`src/rtl/seq_datapath_core.sv`:
```
// seq_datapath_core: multi-cycle register-file datapath with A/G staging, Z/C flags and a valid/ready instruction port
module seq_datapath_core #(
  parameter int WIDTH = 16,
  parameter int NREGS = 8,
  localparam int RW = $clog2(NREGS)
) (
  input  logic             clk,
  input  logic             rst,
  input  logic             instr_valid,
  output logic             instr_ready,
  input  logic [3:0]       instr_op,
  input  logic [RW-1:0]    instr_rx,
  input  logic [RW-1:0]    instr_ry,
  input  logic [WIDTH-1:0] instr_imm,
  output logic             done,
  output logic             illegal,
  output logic             flag_z,
  output logic             flag_c,
  input  logic [RW-1:0]    dbg_sel,
  output logic [WIDTH-1:0] dbg_data
);
  typedef enum logic [2:0] {IDLE, T1, T2, T3, DONE} state_t;
  state_t state, nxt;
  logic [WIDTH-1:0] r [NREGS];
  logic [WIDTH-1:0] a, g, b, ir_imm;
  logic [3:0] ir_op;
  logic [RW-1:0] ir_rx, ir_ry;
  logic z, c;
  logic [WIDTH:0] alu;
  assign b = r[ir_ry];
  // bit WIDTH carries the ADD carry, SUB borrow or SHL shifted-out bit; zero for logic ops
  always_comb begin
    alu = ir_op == 4'd2 ? {1'b0, a} + {1'b0, b} :
          ir_op == 4'd3 ? {1'b0, a} - {1'b0, b} :
          ir_op == 4'd4 ? {1'b0, a ^ b} :
          ir_op == 4'd5 ? {1'b0, a & b} :
          ir_op == 4'd6 ? {1'b0, a | b} :
                          {a, 1'b0};
  end
  always_comb begin
    nxt = state == IDLE ? (instr_valid ? (instr_op[3] ? DONE : T1) : IDLE) :
          state == T1   ? (ir_op[3:1] == 3'd0 ? DONE : T2) :
          state == T2   ? T3 :
          state == T3   ? DONE : IDLE;
  end
  assign instr_ready = rst && state == IDLE;
  assign done = state == DONE;
  assign illegal = done && ir_op[3];
  assign flag_z = z;
  assign flag_c = c;
  assign dbg_data = r[dbg_sel];
  always_ff @(posedge clk) begin
    if (!rst) begin
      state <= IDLE;
      for (int i = 0; i < NREGS; i++) r[i] <= '0;
      a <= '0;
      g <= '0;
      ir_op <= '0;
      ir_rx <= '0;
      ir_ry <= '0;
      ir_imm <= '0;
      z <= 1'b0;
      c <= 1'b0;
    end else begin
      state <= nxt;
      if (instr_ready && instr_valid) begin
        ir_op <= instr_op;
        ir_rx <= instr_rx;
        ir_ry <= instr_ry;
        ir_imm <= instr_imm;
      end
      if (state == T1) begin
        if (ir_op == 4'd0) r[ir_rx] <= ir_imm;
        else if (ir_op == 4'd1) r[ir_rx] <= b;
        else a <= r[ir_rx];
      end
      if (state == T2) begin
        g <= alu[WIDTH-1:0];
        z <= alu[WIDTH-1:0] == '0;
        c <= alu[WIDTH];
      end
      if (state == T3) r[ir_rx] <= g;
    end
  end
endmodule

```
`config.mk`:
```
export PLATFORM = sky130hd
export DESIGN_NAME = seq_datapath_core
export DESIGN_NICKNAME = d
export VERILOG_FILES = /design/src/rtl/seq_datapath_core.sv
export SDC_FILE = /design/constraint.sdc
export NUM_CORES = 1
export LEC_CHECK = 0
export CAP_MARGIN = 20
export CORE_MARGIN = 1.5
export CORE_UTILIZATION = 40
export CTS_CLUSTER_DIAMETER = 100
export DETAILED_ROUTE_END_ITERATION = 7
export MAX_ROUTING_LAYER = met4
export PLACE_DENSITY_LB_ADDON = 0.08
export SLEW_MARGIN = 40
export SYNTH_ARGS = -nofsm -noshare
export SYNTH_HDL_FRONTEND = slang
export SYNTH_SLANG_ARGS = --single-unit
```
`constraint.sdc`:
```
create_clock -name clk -period 12.6 [get_ports clk]
set_clock_uncertainty 0.2 [all_clocks]
set_input_delay 1.89 -clock clk [delete_from_list [all_inputs] [get_ports clk]]
set_output_delay 1.89 -clock clk [all_outputs]
set_load 0.02 [all_outputs]
```
Run 1, met1 routing:
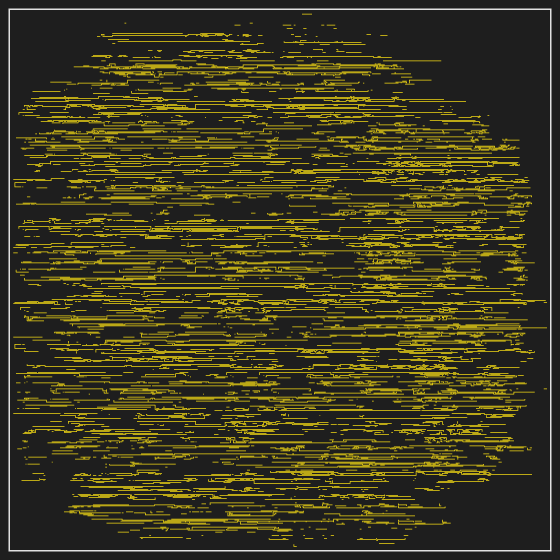
1231 nets have wire on it. The longest straight run is 84.2 um.
vias post-DR: 9861
M1 GR Usage: 0.350

Run 1, wire density map:
Bar = 50 um. 36 x 36 tiles, from dark blue (low) to red (high), scaled to the fullest tile. Values are wire area over tile area, all layers added.
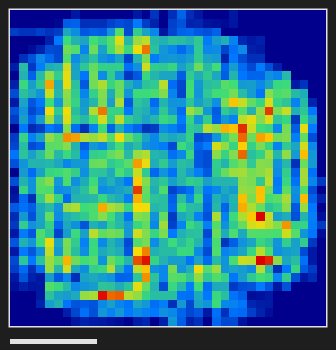
13% of the tiles are nearly empty. 21% of the tiles are over half the peak. The fullest tile reaches 0.57.

==> flow_metrics.env, run 1 <==
# yosys + openroad results
export IMPL_status="complete, no violations"
export IMPL_syn_num_nets=1305
export IMPL_firstDrtPassIters=6
export IMPL_top_area_cell="edfxtp_1"
export IMPL_path_clk_slew_ns=0.08
export IMPL_holdWs_ns=0.256
export IMPL_logic_family="multiplexers"
export IMPL_worstPathCellList="clkdlybuf4s50_1 > buf_4 > mux4_2 > mux2_2 > clkdlybuf4s50_1"
export IMPL_muxShareOfSynthArea=0.204
export IMPL_rsz0062_at_grt="false"
export IMPL_die_width_um=181
export IMPL_dieHeight_um=181
export IMPL_design_area_sq_mm=0.0142
export IMPL_yosys_top_cells_count="nor2_1 (227), edfxtp_1 (128), nand2_1 (105)"
export IMPL_clk_insertion_delay_late_ns=0.44
export IMPL_cp_arrival_ns=4.03
export IMPL_warnings=50
export IMPL_ys_cells=1223
export IMPL_yosys_warnings=0
export IMPL_hold_class="reg2reg"
export IMPL_grt_pass1_vias=9379
Run 1, cell classes on the final placement:
Fill, decap, tap and diode cells in grey.
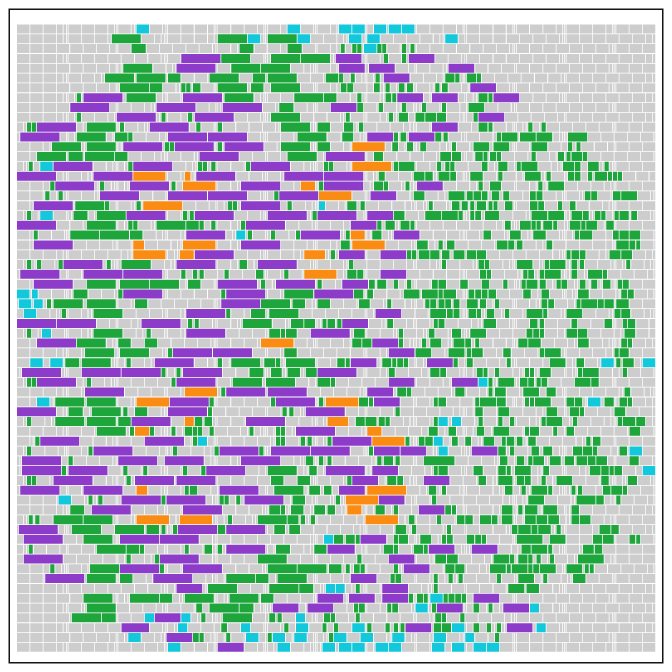
sequential cells: in purple, cells 194, share of their area 38%. remaining buffers and delay cells: in cyan, cells 73, share of their area 4.9%. remaining logic cells: in green, cells 944, share of their area 53%. clock drivers and dummy loads: in orange, cells 32, share of their area 4.7%.

Run 1, metal 3:
Bar = 50 um.
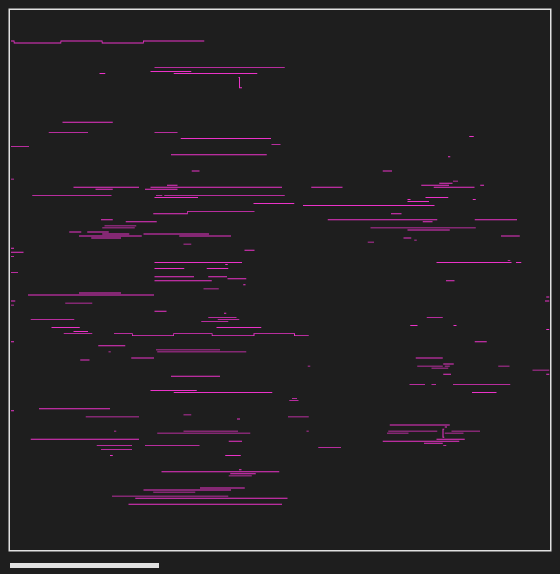
The longest straight run is 51.1 um. The wires run mostly horizontal. 127 nets have wire on it.

==> run 1: metal layers <==
layer,up-vias,GRT usage,part of all wire
met2,310,0.395,0.47
met5,-,-,0
met1,4950,0.350,0.46
met3,38,0.0306,0.049
met4,0,0.0571,0.015
li1,4563,-,-
==> run 1: worst max-delay path: cells and delay by family <==
| kind | cells | cell delay (ns) |
|---|---|---|
| buffers and inverters | 3 | 1.43 |
| multiplexers | 2 | 0.70 |
==> run 1: cell type report <==
| class | count | area, sq um |
|---|---|---|
| clock buffers | 17 | 425 |
| clock inverters | 15 | 220 |
| fillers | 2912 | 16700 |
| inverters | 58 | 218 |
| multi-input cells | 886 | 6970 |
| flip-flops and latches | 194 | 5170 |
| well taps | 396 | 495 |
| repair buffers | 73 | 671 |
==> run 1: final timing paths <==
| kind | from | end | slack [ns] | cells after the start |
|---|---|---|---|---|
| setup / recovery | dbg_sel[1] | dbg_data[14] | 6.48 | 5 |
| hold / removal | ir_imm[12] | ir_imm[12] | 0.26 | 2 |
| setup reg to reg | flip-flop | g[15] | 7.41 | 14 |
| hold reg to reg | ir_imm[12] | ir_imm[12] | 0.26 | 2 |
==> run 1: sequential cells by signal, indices dropped and copies added, names as in the netlist, named ones only <==
name,count
r,128
ir_op,4
g,16
state,3
a,16
flag_c,1
flag_z,1
ir_ry,3
ir_imm,16
ir_rx,3
==> run 1: power by group through the flow <==
stage               combinational (mW)  clock [mW]  sequential [mW]
finish                           0.428       0.598            0.732
global route                     0.464       0.628            0.736
CTS                              0.426       0.609            0.732
detailed placement               0.423           0            0.746
global placement                 0.422           0            0.746
floorplan                        0.302           0            0.732
==> run 2: changes to the inputs <==
==> constraint.sdc (replaced) <==
create_clock -name clk -period 5.3 [get_ports clk]
set_clock_uncertainty 0.2 [all_clocks]
set_input_delay 0.795 -clock clk [delete_from_list [all_inputs] [get_ports clk]]
set_output_delay 0.795 -clock clk [all_outputs]
set_load 0.02 [all_outputs]
Run 2, cell classes on the final placement:
Fill, decap, tap and diode cells in grey.
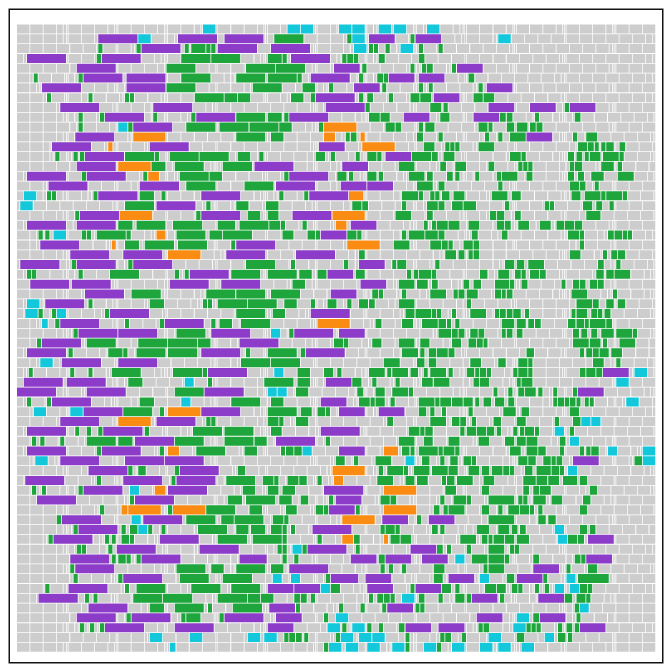
remaining logic cells: in green, cells 944, share of their area 53%. remaining buffers and delay cells: in cyan, cells 84, share of their area 5.5%. sequential cells: in purple, cells 194, share of their area 38%. clock drivers and dummy loads: in orange, cells 32, share of their area 3.9%.

==> flow_metrics.env, run 2 <==
# yosys + openroad results
export IMPL_seq_area_sq_mm=0.00517
export IMPL_top_area_cell="edfxtp_1"
export IMPL_met1_usage=0.367
export IMPL_cp_arrival_ns=5.04
export IMPL_path_clk_slew_ns=0.08
export IMPL_end_kind="flip-flop"
export IMPL_path_delay_family="AND-OR/OR-AND gates"
export IMPL_wl_met3_um=2150
export IMPL_status="complete, no violations"
export IMPL_dieHeight_um=181
export IMPL_firstDrtPassIters=5
export IMPL_grt_pass1_vias=9558
export IMPL_design_area_sq_mm=0.0141
export IMPL_powerComb_mw=1.00
export IMPL_comb_area_sq_mm=0.00695
export IMPL_ys_cells=1223
export IMPL_cts_made_buffers=17
export IMPL_clk_insertion_delay_late_ns=0.44
export IMPL_largest_register_ffs=128
export IMPL_top_usage_layer="met2"
export IMPL_hold_class="reg2reg"
export IMPL_top_layer="met4"
export IMPL_die_width_um=181
export IMPL_gr_usage_met3=0.0329
export IMPL_vias=10036
export IMPL_use_met2=0.382
export IMPL_wl_met1_um=19300
export IMPL_powerClk_mw=1.23
export IMPL_diodes=0
export IMPL_yosys_top_cells_count="nor2_1 (227), edfxtp_1 (128), nand2_1 (105)"
export IMPL_worstPathCellList="buf_4 > buf_4 > mux4_2 > mux2i_1 > inv_1 > ha_1 > a21oi_1 > nand4_1 > a21boi_1 > a21oi_1 > xnor2_1 > a221oi_1 > o2111ai_1 > nor4_2 > a31o_1"
export IMPL_detailedPlace_worstSlack_ns=0.442
export IMPL_warnings=50
export IMPL_wl_per_cell_um=24.4
export IMPL_p_seq_mw=1.77
export IMPL_yosys_warnings=0
export IMPL_crit_path_max_incr_delay_ns=0.60
export IMPL_worst_hold_startpoint="ir_imm[7]"
export IMPL_crit_buf_inv=3
## run 2: cell counts after synthesis
No cell type changed its count.
## run 2: metrics by stage
stage / util / hold slack [ns] / total power, mW / std cells
floorplan: - / 0.233 / 2.46 / 1223
global placement: 0.439 / 0.246 / 2.79 / 1618
detailed placement: 0.440 / 0.248 / 2.79 / 1618
CTS: 0.457 / 0.261 / 4.01 / 1650
global route: 0.458 / 0.280 / 4.17 / 1650
finish: 0.458 / 0.259 / 4.00 / 1650
## run 2: cell type report
cell class                      instances  area share
Timing Repair Buffer                   84      0.0532
Multi-Input combinational cell        886       0.492
Sequential cell                       194       0.366
Inverter                               58      0.0154
Tap cell                              396      0.0351
Clock buffer                           20      0.0309
Clock inverter                         12     0.00700
## run 2: path summary, 6_finish.rpt
path,endpoint,slack [ns],cells past startpoint
min,ir_imm[7],0.26,2
max reg2reg,flag_z,0.44,15
min reg2reg,ir_imm[7],0.26,2
max,flag_z,0.44,15
## run 2: cells by family (layout without fill, tap and decap cells)
logic type / Yosys count / in the layout / synth area share
AND-OR/OR-AND: 242 / 242 / 0.134
adder cells (fa/ha/maj): 50 / 50 / 0.0507
multiplexers: 146 / 146 / 0.204
AND/OR/NAND/NOR: 439 / 439 / 0.150
buffers and inverters: 143 / 174 / 0.0455
flip-flops: 194 / 194 / 0.409
XOR/XNOR: 9 / 9 / 0.00624
## run 2: worst register-to-register path: stages, from the launching register on
cell,delay (ns)
dfxtp_2,0.60
buf_4,0.24
buf_4,0.29
mux4_2,0.55
mux2i_1,0.41
inv_1,0.10
ha_1,0.24
a21oi_1,0.39
nand4_1,0.24
a21boi_1,0.21
a21oi_1,0.20
xnor2_1,0.09
a221oi_1,0.46
o2111ai_1,0.24
nor4_2,0.19
a31o_1,0.17
==> run 3: changes to the inputs <==
--- a/config.mk
+++ b/config.mk
@@ -5,6 +5,7 @@
 export SDC_FILE = /design/constraint.sdc
 export NUM_CORES = 1
 export LEC_CHECK = 0
+export ABC_AREA = 1
 export CAP_MARGIN = 20
 export CORE_MARGIN = 1.5
 export CORE_UTILIZATION = 40
Run 3, met1 routing:
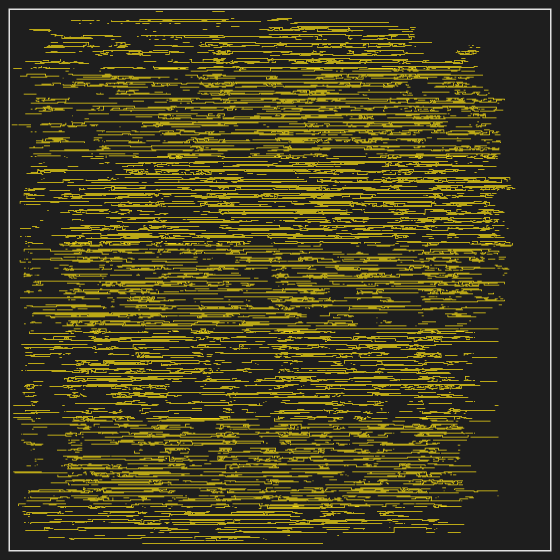
The layer holds 44% of the routed length. The longest straight run is 78.7 um. 1832 nets have wire on it. The wires run mostly horizontal. The layer carries 23.5 mm of wire.
vias post-DR: 13817
M1 GR Usage: 0.459
final WL: 53700 um

==> flow_metrics.env, run 3 <==
# yosys + openroad results
export IMPL_async_reset_ff_frac=0
export IMPL_p_int_mw=2.70
export IMPL_firstDrtPassIters=6
export IMPL_holdWs_ns=0.271
export IMPL_setup_viol=0
export IMPL_synth_area_top_cells="edfxtp_1 (29%), dfxtp_1 (10%), nand2_1 (9.3%), o21ai_0 (9.1%), nor2_1 (8.6%)"
export IMPL_p_seq_mw=1.72
export IMPL_portBuffers=52
export IMPL_status="complete, no violations"
export IMPL_synth_most_common_cell="nand2_1"
export IMPL_wl_met1_um=23500
export IMPL_path_delay_family="simple AND/OR/NAND/NOR gates"
export IMPL_largest_register_ffs=128
export IMPL_layout_top_cell="nand2_1"
export IMPL_die_width_um=185
export IMPL_wl_met3_um=5230
export IMPL_largest_register="r"
export IMPL_overflow=0
export IMPL_wl_per_cell_um=23.1
export IMPL_path_clk_slew_ns=0.08
export IMPL_warnings=50
export IMPL_cp_endpoint="flag_z"
export IMPL_cp_arrival_ns=4.48
export IMPL_post_route_min_period_ns=4.29
export IMPL_top_area_cell="edfxtp_1"
export IMPL_cp_depth=24
export IMPL_hold_class="reg2reg"
export IMPL_ys_area_sq_mm=0.0132
export IMPL_finalPower_mw=4.13
export IMPL_design_area_sq_mm=0.0148
export IMPL_grt_pass1_vias=12646
export IMPL_powerComb_mw=1.06
export IMPL_yosysSeqAreaShare=0.391
export IMPL_powerClk_mw=1.36
export IMPL_reg2reg_to="flag_z"
export IMPL_crit_buf_inv=5
export IMPL_yosys_top_cells_count="nand2_1 (326), nor2_1 (302), o21ai_0 (240)"
export IMPL_ys_cells=1860
export IMPL_r2r_slack_ns=1.01
export IMPL_end_kind="flip-flop"
export IMPL_clk_insertion_delay_late_ns=0.45
export IMPL_top_layer="met4"
export IMPL_dieHeight_um=185
export IMPL_worstRegToRegCells=24
export IMPL_fin_util=0.456
[run 3: metrics by stage]
step,std cells,setup slack [ns]
CTS,2326,1.07
finish,2327,1.01
floorplan,1860,2.23
global route,2327,0.660
detailed placement,2294,1.10
global placement,2294,1.18
[run 3: worst min path at each step]
stage / startpoint / to / slack [ns] / cells after the start
5_1_grt: ir_imm[5] / ir_imm[5] / 0.30 / 2
6_report: ir_imm[9] / ir_imm[9] / 0.27 / 2
4_1_cts: ir_imm[9] / ir_imm[9] / 0.28 / 2
3_5_place_dp: ir_imm[9] / ir_imm[9] / 0.27 / 2
2_1_floorplan: ir_ry[0] / flip-flop / 0.24 / 2
3_3_place_gp: ir_ry[2] / flip-flop / 0.25 / 2
[run 3: metal layers]
| layer | vias to the layer above | global-route usage |
|---|---|---|
| li1 | 6289 | - |
| met1 | 6581 | 0.459 |
| met2 | 842 | 0.491 |
| met3 | 105 | 0.0464 |
| met4 | 0 | 0.113 |
| met5 | - | - |
[run 3: cells by family (layout without fill, tap and decap cells)]
| logic type | Yosys count | after routing | synth area share |
|---|---|---|---|
| compound gates | 545 | 545 | 0.232 |
| buf+inv | 308 | 332 | 0.0919 |
| flops | 194 | 194 | 0.391 |
| xor+xnor | 3 | 3 | 0.00199 |
| fa+ha+maj | 50 | 50 | 0.0485 |
| simple gates | 760 | 760 | 0.235 |
| other cells | 0 | 1 | 0 |
[run 3: tightest hold or removal path, stage by stage, from the launching register on]
cell and delay [ns]:
dfxtp_1 0.31, nand3_1 0.07, nand2_1 0.04
[run 3: layout make-up]
cell class,count,area (sq um),share of cell area
inverter,200,751,0.0506
sequential,194,5170,0.348
clock inverter,9,77.6,0.00523
timing repair buffer,100,900,0.0606
clock buffer,23,532,0.0358
multi-input combinational,1358,6860,0.462
tap,442,553,0.0373
antenna,1,2.50,0.000169
No activity file was given, so power comes from the tool's default toggle rates.
